--- src/rtl/theta_func.sv ---
// Streaming column-parity mixing stage: buffers a 64-slice state with per-slice
// column parities, then emits each slice mixed with neighbouring-column parities.
module theta_func #(
  parameter int DEPTH = 64,
  parameter int CNT_W = 6
) (
  input  logic        clk,
  input  logic        rst,
  input  logic        start,
  input  logic [24:0] in_slice,
  input  logic        in_valid,
  output logic        in_ready,
  output logic [24:0] out_slice,
  output logic        out_valid,
  input  logic        out_ready,
  output logic        busy,
  output logic        done
);

  // state | meaning
  // IDLE  | waiting for start, outputs quiet
  // LOAD  | accepting slices into the buffers, cnt = next write index
  // EMIT  | presenting mixed slice cnt until downstream takes it
  // DONE  | one-cycle completion pulse
  typedef enum logic [1:0] {IDLE, LOAD, EMIT, DONE} state_t;

  localparam logic [CNT_W-1:0] LAST = CNT_W'(DEPTH - 1);

  state_t           state;
  logic [CNT_W-1:0] cnt;
  logic [CNT_W-1:0] cnt_prev;
  logic [24:0]      slice_mem [DEPTH];
  logic [4:0]       par_mem   [DEPTH];
  logic [4:0]       in_par;
  logic [4:0]       c_cur;
  logic [4:0]       c_prev;
  logic [4:0]       d;

  always_ff @(posedge clk or negedge rst) begin
    if (!rst) begin
      state     <= IDLE;
      cnt       <= '0;
      in_ready  <= 1'b0;
      out_valid <= 1'b0;
      busy      <= 1'b0;
      done      <= 1'b0;
    end else begin
      done <= 1'b0;
      case (state)
        IDLE: begin
          if (start) begin
            state    <= LOAD;
            cnt      <= '0;
            in_ready <= 1'b1;
            busy     <= 1'b1;
          end
        end
        LOAD: begin
          if (in_valid) begin
            if (cnt == LAST) begin
              cnt       <= '0;
              state     <= EMIT;
              in_ready  <= 1'b0;
              out_valid <= 1'b1;
            end else begin
              cnt <= cnt + 1'b1;
            end
          end
        end
        EMIT: begin
          if (out_ready) begin
            if (cnt == LAST) begin
              cnt       <= '0;
              state     <= DONE;
              out_valid <= 1'b0;
              busy      <= 1'b0;
              done      <= 1'b1;
            end else begin
              cnt <= cnt + 1'b1;
            end
          end
        end
        DONE: state <= IDLE;
        default: begin
          state     <= IDLE;
          cnt       <= '0;
          in_ready  <= 1'b0;
          out_valid <= 1'b0;
          busy      <= 1'b0;
        end
      endcase
    end
  end

  // Buffers are deliberately unreset; they are fully rewritten before every EMIT.
  always_ff @(posedge clk) begin
    if (state == LOAD && in_valid) begin
      slice_mem[cnt] <= in_slice;
      par_mem[cnt]   <= in_par;
    end
  end

  for (genvar x = 0; x < 5; x++) begin : g_col
    assign in_par[x] = in_slice[x] ^ in_slice[x+5] ^ in_slice[x+10]
                     ^ in_slice[x+15] ^ in_slice[x+20];
    assign d[x] = c_cur[(x+4)%5] ^ c_prev[(x+1)%5];
  end

  // Slice 0 mixes with the parity of slice DEPTH-1.
  assign cnt_prev = (cnt == '0) ? LAST : cnt - 1'b1;
  assign c_cur    = par_mem[cnt];
  assign c_prev   = par_mem[cnt_prev];
  assign out_slice = out_valid ? (slice_mem[cnt] ^ {5{d}}) : '0;

endmodule
--- config.mk ---
export PLATFORM = sky130hd
export DESIGN_NAME = theta_func
export DESIGN_NICKNAME = d
export VERILOG_FILES = /design/src/rtl/theta_func.sv
export SDC_FILE = /design/constraint.sdc
export NUM_CORES = 2
export LEC_CHECK = 0
export ABC_AREA = 1
export ABC_CLOCK_PERIOD_IN_PS = 4800
export CAP_MARGIN = 40
export CORE_ASPECT_RATIO = 2
export CORE_MARGIN = 5
export CORE_UTILIZATION = 55
export DETAILED_ROUTE_END_ITERATION = 8
export GPL_ROUTABILITY_DRIVEN = 0
export PLACE_DENSITY = 0.71
export SLEW_MARGIN = 5
export SYNTH_ARGS = -nofsm -noshare
export SYNTH_HDL_FRONTEND = slang
export SYNTH_SLANG_ARGS = --single-unit
--- constraint.sdc ---
create_clock -name clk -period 4.8 [get_ports clk]
set_clock_uncertainty 0.05 [all_clocks]
set_input_delay 0.48 -clock clk [delete_from_list [all_inputs] [get_ports clk]]
set_output_delay 0.48 -clock clk [all_outputs]
set_load 0.005 [all_outputs]
==> out/qor.yml <==
status:
  run_status: "finished with violations"
  failed_checks: "design-rule violations, negative setup slack"
routing:
  drc: 63
  drt-vias-per-instance: 6.84
  initialDrtViolationCount: 9775
clocking:
  ctsRootBufferMaster: "sky130_fd_sc_hd__clkbuf_16"
  clock_path_buffers: 3
  hold_buffers: 0
  ctsHtreeMaxLevel: 4
  post-cts-setup-buffers: 15
critical_path:
  timing.critical_path.depth: 17
  timing.critical_path.from_type: "flip-flop"
  cp_common_cell: "sky130_fd_sc_hd__nand2_1"
  timing.critical_path.from: "cnt[5]$_DFFE_PN0P_"
  r2r-start: "cnt[0]$_DFFE_PN0P_"
flow_run:
  max_cap_violations: 0
finish:
  final_layout_top_logic_cell: "sky130_fd_sc_hd__edfxtp_1"
  layout.cells.most_common_list: "sky130_fd_sc_hd__edfxtp_1, sky130_fd_sc_hd__nand2_1, sky130_fd_sc_hd__o22ai_1, sky130_fd_sc_hd__nand3_1, sky130_fd_sc_hd__nor2_1"
  ratio_of_cells_with_drive_above_1_in_the_final_layout_pct: 15.9
  regMostFlops: "slice_mem"
  layout-area-overhead-vs-synth_pct: 16.4
synth:
  synth-main-ff-cell: "sky130_fd_sc_hd__edfxtp_1"
  synthAoiAreaFrac_pct: 8.40
  synth-async-reset-ratio_pct: 0.621
  topCellsByArea: "sky130_fd_sc_hd__edfxtp_1, sky130_fd_sc_hd__nand2_1, sky130_fd_sc_hd__o22ai_1"
  top_cell_area_share_pct: 75.9
  yosys.cell_types.count: 47
  flip_flops_with_a_built_in_enable: 1920
  ys_warn_count: 0
  xor_xnor_cell_area_share_of_the_yosys_netlist_pct: 0.277
  synth-cells-yosys: 5497
final_timing:
  finalWorstSetupSlack_ns: -0.0267
  tightest_slew_ns: 0.952
  hold_viol: 0
  slew_headroom_pct: 36.4
  report.final.setup_viol: 7
  finalCriticalPeriod_ns: 4.83
  rsz0062_at_grt: "true"
  fin_hold_ws_ns: 0.0107
global_routing:
  grt_max_degree: 79
  grt_antenna_before_repair: 12
  global_route_wire_length_before_repair_um: 368000
  grt_pass1_vias: 50654
power:
  clockPowerShare_pct: 25.9
  ir_worst_vdd_mv: 0.488
  seq_power_share_pct: 38.2
  swShare_pct: 36.5
min_path:
  hold_class: "input port to async pin"
[through the flow]
stage / area (um2) / setup WS, ns / total power, mW
2_1_floorplan: 76000 / 1.44 / 27.7
3_3_place_gp: 81300 / 0.287 / 34.0
3_5_place_dp: 81300 / 0.248 / 34.2
4_1_cts: 86900 / 0.00230 / 47.3
5_1_grt: 88400 / -0.133 / 50.9
6_report: 88400 / -0.0267 / 49.7
[layout make-up]
cell class | instances | area (um2) | share of cell area (%)
flip-flops and latches | 1932 | 58000 | 65.6
multi-input cells | 3025 | 16700 | 18.9
repair buffers | 463 | 5490 | 6.21
clock buffers | 185 | 4030 | 4.56
well taps | 1852 | 2320 | 2.62
clock inverters | 101 | 1000 | 1.14
inverters | 226 | 908 | 1.03
diodes | 7 | 17.5 | 0.0198
**Wires at chosen ports, followed through buffers**

Scale: 1 px per um.
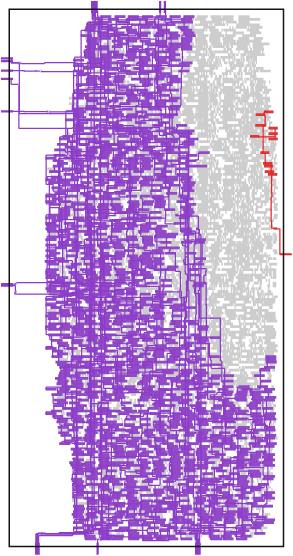
colour	port	bits	direction	edge	end cells	wire
purple	`in_slice`	25	input	10 bottom, 8 top, 7 left	1615	27.1 mm
red	`rst`	1	input	right	12	199 um
# IOs: 59
I/O Buffers: 58

**Wire density map**

Scale: 1 px per um. The die is cut into 14 by 27 equal tiles; white is low, dark blue is high, scaled to the fullest tile. Values are wire area over tile area, all layers added.
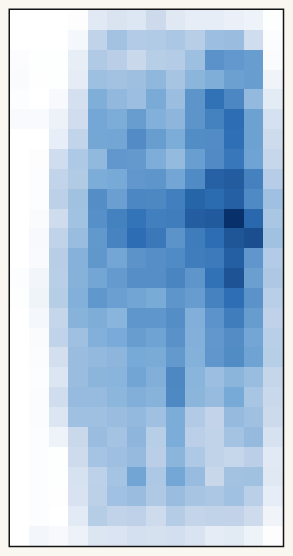
fullest tile	0.99
tiles over half the peak	29%
mean over tiles	0.35
nearly empty tiles	14%
vias post-DR: 53.3k
routed wirelength normalized by instance count: 35.2 um
aggregate routed wire length: 274000 um
overall track demand over capacity in global routing: 35.5%

**Congestion heat map**

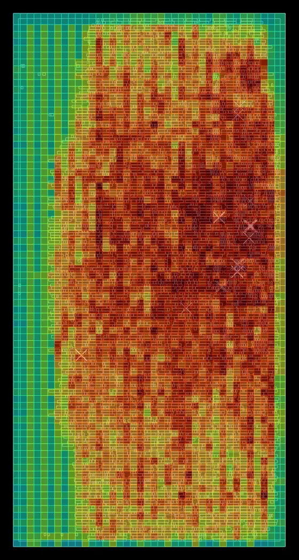
GRT met2 Usage: 56.6%
met1 GRT Util: 39.5%

No activity file was given, so power comes from the tool's default toggle rates.
